--- config.mk ---
export PLATFORM = sky130hd
export DESIGN_NAME = redmule_sim_ctrl
export DESIGN_NICKNAME = d
export VERILOG_FILES = /design/src/rtl/redmule_sim_ctrl_pkg.sv /design/src/rtl/redmule_sim_ctrl_fifo.sv /design/src/rtl/redmule_sim_ctrl.sv
export SDC_FILE = /design/constraint.sdc
export NUM_CORES = 1
export LEC_CHECK = 0
export ABC_AREA = 0
export CORE_AREA = 4 4 165 167
export CTS_CLUSTER_DIAMETER = 60
export DETAILED_ROUTE_END_ITERATION = 6
export DIE_AREA = 0 0 169 171
export PLACE_DENSITY = 0.74
export SLEW_MARGIN = 20
export SYNTH_ARGS = -nofsm -noshare
export SYNTH_HDL_FRONTEND = slang
export SYNTH_HIERARCHICAL = 1
export SYNTH_SLANG_ARGS = --single-unit
--- constraint.sdc ---
create_clock -name clk_i -period 5.6 [get_ports clk_i]
set_input_delay 1.12 -clock clk_i [delete_from_list [all_inputs] [get_ports clk_i]]
set_output_delay 1.12 -clock clk_i [all_outputs]
set_load 0.05 [all_outputs]
--- src/rtl/redmule_sim_ctrl_pkg.sv ---
// -----------------------------------------------------------------------------
// redmule_sim_ctrl_pkg
// Shared definitions for the simulation-control responder: register indices
// (decoded from add_i[4:2]), reset/timeout exit codes and the registered
// response bundle.
// -----------------------------------------------------------------------------
package redmule_sim_ctrl_pkg;

  // Register indices, selected by add_i[4:2].
  localparam logic [2:0] EXIT     = 3'd0;
  localparam logic [2:0] PUTCHAR  = 3'd1;
  localparam logic [2:0] CYCLE_LO = 3'd2;
  localparam logic [2:0] CYCLE_HI = 3'd3;
  localparam logic [2:0] STATUS   = 3'd4;

  // Exit code before any write; all-ones means "never reported".
  localparam logic [31:0] EXIT_RESET_VAL = 32'hFFFF_FFFF;

  // Exit code loaded by the watchdog when it fires.
  localparam logic [31:0] TIMEOUT_CODE = 32'hDEAD_0001;

  // One-cycle-delayed response to a granted request.
  typedef struct packed {
    logic        valid;
    logic [31:0] data;
  } resp_t;

endpackage : redmule_sim_ctrl_pkg

--- src/rtl/redmule_sim_ctrl_fifo.sv ---
// -----------------------------------------------------------------------------
// redmule_sim_ctrl_fifo
// Byte FIFO holding putchar output until the consumer drains it.
//
// Ports:
//   clk_i, rst_i   clock, asynchronous active-high reset
//   push_i/data_i  enqueue one byte (ignored when full without a pop)
//   pop_i          dequeue the head byte (ignored when empty)
//   data_o         head byte, 0 while empty
//   full_o/empty_o occupancy flags
//   count_o        occupancy, width log2(DEPTH)+1
//
// DEPTH must be a power of two (>= 2) so the pointers wrap for free.
// -----------------------------------------------------------------------------
module redmule_sim_ctrl_fifo #(
  parameter  int unsigned DEPTH = 16,
  localparam int unsigned PTR_W = $clog2(DEPTH),
  localparam int unsigned OCC_W = PTR_W + 1
) (
  input  logic             clk_i,
  input  logic             rst_i,
  input  logic             push_i,
  input  logic [7:0]       data_i,
  input  logic             pop_i,
  output logic [7:0]       data_o,
  output logic             full_o,
  output logic             empty_o,
  output logic [OCC_W-1:0] count_o
);

  logic [7:0]       mem [DEPTH];
  logic [PTR_W-1:0] wr_ptr;
  logic [PTR_W-1:0] rd_ptr;
  logic [OCC_W-1:0] count;
  logic             do_push;
  logic             do_pop;

  assign empty_o = (count == '0);
  assign full_o  = (count == OCC_W'(DEPTH));
  assign count_o = count;

  // A pop frees the slot this cycle, so a push into a full FIFO is legal then.
  assign do_pop  = pop_i && !empty_o;
  assign do_push = push_i && (!full_o || do_pop);

  // Head is forced to 0 while empty so stale storage never leaks out.
  assign data_o = empty_o ? 8'h00 : mem[rd_ptr];

  // NOTE: the storage array has no reset; validity is tracked by count, and
  // leaving it out keeps it mappable to plain RAM.
  always_ff @(posedge clk_i) begin
    if (do_push) mem[wr_ptr] <= data_i;
  end

  // NOTE: sequential state uses non-blocking assignments so every register
  // samples the pre-edge values regardless of statement order.
  always_ff @(posedge clk_i or posedge rst_i) begin
    if (rst_i) begin
      wr_ptr <= '0;
      rd_ptr <= '0;
      count  <= '0;
    end else begin
      if (do_push) wr_ptr <= wr_ptr + PTR_W'(1);
      if (do_pop)  rd_ptr <= rd_ptr + PTR_W'(1);
      case ({do_push, do_pop})
        2'b10:   count <= count + OCC_W'(1);
        2'b01:   count <= count - OCC_W'(1);
        default: count <= count;
      endcase
    end
  end

endmodule : redmule_sim_ctrl_fifo

--- src/rtl/redmule_sim_ctrl.sv ---
// -----------------------------------------------------------------------------
// redmule_sim_ctrl
// Memory-mapped responder for the core data port in the 0x8000_0000 region.
// Target of the exit-code and putchar writes; TCDM req/gnt/r_valid slave.
//
// Register map (add_i[4:2]):
//   0 EXIT      W: exit code (be ignored), sets sticky exit_valid_o; R: code
//   1 PUTCHAR   W: push data_i[7:0] when be_i[0]; R: FIFO occupancy
//   2 CYCLE_LO  R: cnt[31:0], snapshots cnt[63:32] into the hi shadow
//   3 CYCLE_HI  R: hi shadow
//   4 STATUS    R: {29'b0, exit_valid, full, empty}
//   5-7         R: 0; writes ignored but granted
//
// Ports:
//   clk_i, rst_i                 clock, asynchronous active-high reset
//   req_i/gnt_o/add_i/wen_i/     TCDM request side (wen_i=1 is a read)
//   be_i/data_i
//   r_data_o/r_valid_o           response, one cycle after grant
//   exit_valid_o/exit_code_o     exit-code register
//   char_valid_o/char_o/         putchar byte stream
//   char_ready_i
//   timeout_o                    watchdog flag (REDMULE_SIM_CTRL_TIMEOUT_EN only)
//
// Optional feature: define REDMULE_SIM_CTRL_TIMEOUT_EN to add a watchdog that,
// after TIMEOUT_CYCLES cycles with no exit reported, raises timeout_o and
// reports exit code TIMEOUT_CODE.
// -----------------------------------------------------------------------------
module redmule_sim_ctrl
  import redmule_sim_ctrl_pkg::*;
#(
  parameter int unsigned FIFO_DEPTH     = 16,
  parameter int unsigned CNT_W          = 64
`ifdef REDMULE_SIM_CTRL_TIMEOUT_EN
  , parameter logic [31:0] TIMEOUT_CYCLES = 32'd10_000_000
`endif
) (
  input  logic        clk_i,
  input  logic        rst_i,
  input  logic        req_i,
  output logic        gnt_o,
  input  logic [31:0] add_i,
  input  logic        wen_i,
  input  logic [3:0]  be_i,
  input  logic [31:0] data_i,
  output logic [31:0] r_data_o,
  output logic        r_valid_o,
  output logic        exit_valid_o,
  output logic [31:0] exit_code_o,
  output logic        char_valid_o,
  output logic [7:0]  char_o,
  input  logic        char_ready_i
`ifdef REDMULE_SIM_CTRL_TIMEOUT_EN
  , output logic      timeout_o
`endif
);

  localparam int unsigned OCC_W = $clog2(FIFO_DEPTH) + 1;

  logic [2:0]       idx;
  logic             putchar_wr;
  logic             exit_wr;
  logic             lo_rd;
  logic             fifo_push;
  logic             fifo_pop;
  logic             fifo_full;
  logic             fifo_empty;
  logic [OCC_W-1:0] fifo_count;
  logic [31:0]      rd_val;
  resp_t            resp_q;
  logic [CNT_W-1:0] cnt;
  logic [31:0]      hi_shadow;
  logic             exit_valid_q;
  logic [31:0]      exit_code_q;

  // Address bits outside [4:2] and the upper byte enables carry no meaning here.
  logic unused_bits;
  assign unused_bits = ^{add_i[31:5], add_i[1:0], be_i[3:1]};

  assign idx        = add_i[4:2];
  assign putchar_wr = req_i && !wen_i && (idx == PUTCHAR);
  assign fifo_pop   = char_valid_o && char_ready_i;

  // Only a putchar write into a full FIFO with no simultaneous drain stalls.
  assign gnt_o = req_i && !(putchar_wr && fifo_full && !fifo_pop);

  assign fifo_push = gnt_o && putchar_wr && be_i[0];
  assign exit_wr   = gnt_o && !wen_i && (idx == EXIT);
  assign lo_rd     = gnt_o && wen_i && (idx == CYCLE_LO);

  redmule_sim_ctrl_fifo #(
    .DEPTH (FIFO_DEPTH)
  ) u_fifo (
    .clk_i   (clk_i),
    .rst_i   (rst_i),
    .push_i  (fifo_push),
    .data_i  (data_i[7:0]),
    .pop_i   (fifo_pop),
    .data_o  (char_o),
    .full_o  (fifo_full),
    .empty_o (fifo_empty),
    .count_o (fifo_count)
  );

  assign char_valid_o = !fifo_empty;

  // NOTE: rd_val gets a default before the case so no path leaves it
  // unassigned, which would otherwise infer a latch.
  always_comb begin
    rd_val = '0;
    case (idx)
      EXIT:     rd_val = exit_code_q;
      PUTCHAR:  rd_val = 32'(fifo_count);
      CYCLE_LO: rd_val = cnt[31:0];
      CYCLE_HI: rd_val = hi_shadow;
      STATUS:   rd_val = {29'b0, exit_valid_q, fifo_full, fifo_empty};
      default:  rd_val = '0;
    endcase
  end

  // Response register; writes and idle cycles return zero data.
  always_ff @(posedge clk_i or posedge rst_i) begin
    if (rst_i) begin
      resp_q <= '0;
    end else begin
      resp_q.valid <= gnt_o;
      resp_q.data  <= (gnt_o && wen_i) ? rd_val : '0;
    end
  end

  assign r_valid_o = resp_q.valid;
  assign r_data_o  = resp_q.data;

  // Free-running cycle counter; the hi half is snapshotted on a LO read so a
  // LO/HI pair stays coherent across a carry.
  always_ff @(posedge clk_i or posedge rst_i) begin
    if (rst_i) begin
      cnt       <= '0;
      hi_shadow <= '0;
    end else begin
      cnt <= cnt + CNT_W'(1);
      if (lo_rd) hi_shadow <= cnt[CNT_W-1:32];
    end
  end

`ifdef REDMULE_SIM_CTRL_TIMEOUT_EN
  logic [31:0] wd_q;
  logic        timeout_q;
  logic        wd_fire;

  // Fires on the TIMEOUT_CYCLES-th cycle spent without an exit reported.
  assign wd_fire = !exit_valid_q && (wd_q == TIMEOUT_CYCLES - 32'd1);

  always_ff @(posedge clk_i or posedge rst_i) begin
    if (rst_i) begin
      wd_q      <= '0;
      timeout_q <= 1'b0;
    end else begin
      if (!exit_valid_q && !wd_fire) wd_q <= wd_q + 32'd1;
      if (wd_fire) timeout_q <= 1'b1;
    end
  end

  assign timeout_o = timeout_q;
`endif

  // Exit register; a software EXIT write in the same cycle as the watchdog
  // firing takes precedence for the code value.
  always_ff @(posedge clk_i or posedge rst_i) begin
    if (rst_i) begin
      exit_valid_q <= 1'b0;
      exit_code_q  <= EXIT_RESET_VAL;
    end else begin
`ifdef REDMULE_SIM_CTRL_TIMEOUT_EN
      if (wd_fire) begin
        exit_valid_q <= 1'b1;
        exit_code_q  <= TIMEOUT_CODE;
      end
`endif
      if (exit_wr) begin
        exit_valid_q <= 1'b1;
        exit_code_q  <= data_i;
      end
    end
  end

  assign exit_valid_o = exit_valid_q;
  assign exit_code_o  = exit_code_q;

endmodule : redmule_sim_ctrl

==> run_results.csv <==
group,metric,value,unit
critical_path,critPathMaxFanout,20,
route,drc,0,
final_timing,layout_worst_path_cycle_share,81.7,%
floorplan,dieArea,28900,µm²
cts,htree_num_levels,1,
pwr,post-layout-total-power,6.41,mW
logic_synthesis,yosysSeqAreaShare,63.5,%
critical_path,r2r_slack,1.88,ns
final_timing,finalSetupViolations,0,
floorplan,die.size.x,169,µm
logic_synthesis,ys_warn_count,6,
cells_and_area,finish.utilization,60.6,%
critical_path,stage_delay_of_the_slowest_cell_on_the_critical_path,0.77,ns
critical_path,timing.critical_path.to_type,"primary output",
cts,postCtsHoldBufs,0,
grt,antenna_found_initial,0,
cts,number_of_clock_buffers_inserted_by_tritoncts,30,
floorplan,fp.dieH,171,µm
critical_path,arrival,3.46,ns
final_timing,post-route-worst-setup-slack,1.02,ns
logic_synthesis,async_flop_share,57.8,%
critical_path,kind_of_cell_adding_the_most_delay_to_the_critical_path,"buffers and inverters",
critical_path,timing.critical_path.slowest_stage_cell,"sky130_fd_sc_hd__dfrtp_2",
placement,place_hpwl,18900,µm
placement,finalWeightedCongestion,0.818,
outcome,run_status,"finished clean",
final_timing,worst_clock_skew,0.0174,ns
logic_synthesis,syn_avg_cell_area,14.7,µm²
cells_and_area,regs_by_ff_count,"u_fifo/mem x128, cnt x64",
cts,post_cts.repair.setup_buffers,0,
cells_and_area,layout-drive-gt1-share,24.4,%
cells_and_area,max_flop_register,"u_fifo/mem",
cells_and_area,fin_cells,1373,
grt,top_usage_layer,"met2",
cts,clock-root-buffer,"sky130_fd_sc_hd__clkbuf_16",
critical_path,start_of_the_worst_register_to_register_path,"u_fifo/count_o[4]",
final_timing,fin_worst_hold_slack,0.471,ns
route,avgViaCountPerCell,5.59,
logic_synthesis,edf_count,128,
critical_path,start_kind,"flop",
run,drv.max_cap_violation_count,0,
pwr,p_leak,6.17,nW
logic_synthesis,chip_area_line_of_the_yosys_report,13000,µm²
cells_and_area,antenna_cells_inserted,0,
run,stage_log_warnings,61,
logic_synthesis,synthCells,887,
logic_synthesis,synthesis.nets,970,
cts,cts.reportedPaths.clkPinSlew,0.06,ns
grt,largest_net_degree_at_the_start_of_global_routing,74,
[worst reg2reg max path, stage by stage, from the launching register on]
cell and delay, ns:
sky130_fd_sc_hd__dfrtp_1 0.51, sky130_fd_sc_hd__nand2b_1 0.49, sky130_fd_sc_hd__inv_2 0.12, sky130_fd_sc_hd__nor2b_1 0.13
sky130_fd_sc_hd__buf_4 0.16, sky130_fd_sc_hd__nand2b_1 0.13, sky130_fd_sc_hd__nand3_1 0.08, sky130_fd_sc_hd__nor2_1 0.31
sky130_fd_sc_hd__a21boi_1 0.47, sky130_fd_sc_hd__nand3_1 0.22, sky130_fd_sc_hd__nor2_1 0.70
[cell families after synthesis]
family                   synth area share (%)
XOR/XNOR                                 4.78
multiplexers                             15.5
AND/OR/NAND/NOR                          9.62
AND-OR/OR-AND                            3.72
buffers and inverters                    1.91
adder cells (fa/ha/maj)                  1.02
flip-flops                               63.5
[cell type report]
class / instances / area share [%]
sequential: 303 / 52.9
clock buffer: 45 / 5.79
inverter: 19 / 0.489
clock inverter: 11 / 1.03
multi-input combinational: 527 / 28.9
tap: 335 / 2.68
timing repair buffer: 133 / 8.19
[synth_stat cells, drive strengths merged, types with 16 or more instances]
master  instances  area (µm²)
nand2          38         143
xor2           29         254
nand4          17         121
mux2          101        1140
inv            19        71.3
nand3          30         150
dfstp          32         841
nor2           60         225
mux4           34         766
xnor2          42         368
clkbuf         25        93.8
o21ai          16        80.1
edfxtp        128        3840
a22oi          33         248
dfrtp         143        3580
[where the power goes]
part           total, mW  internal (mW)  switching [mW]  leakage, nW
Combinational       1.62          0.708           0.914         2.21
Clock               2.12           1.30           0.822        0.526
Sequential          2.67           2.47           0.199         3.43
The metal 1 layer:
Bar = 50 µm. Supply wires on this layer in grey.
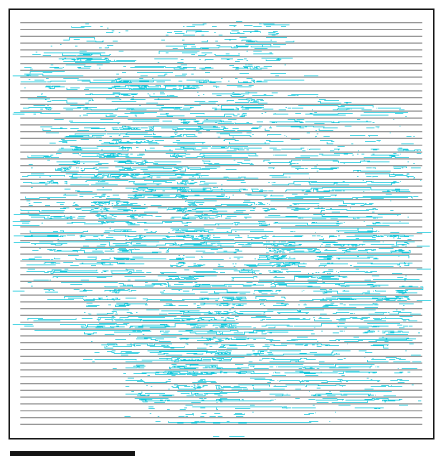
979 nets have wire on it. The wires run mostly horizontal. The layer carries 11700 µm of wire. The layer holds 42% of the routed length.

M2 wires:
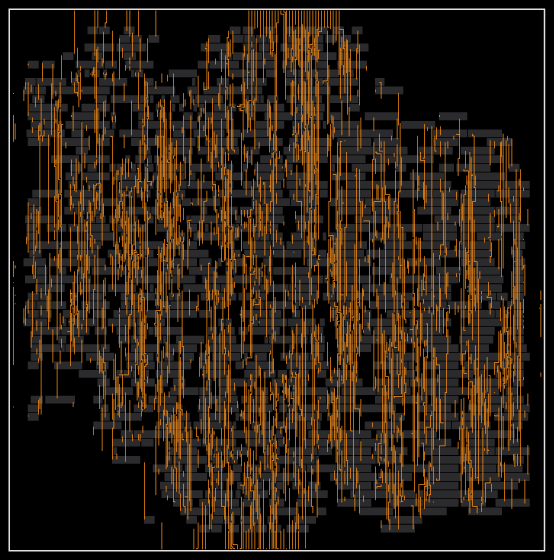
The longest straight run is 67.0 µm. The layer holds 52% of the routed length. The layer carries 14600 µm of wire.

Power figures rest on the tool's default switching activity, not on a simulated workload.
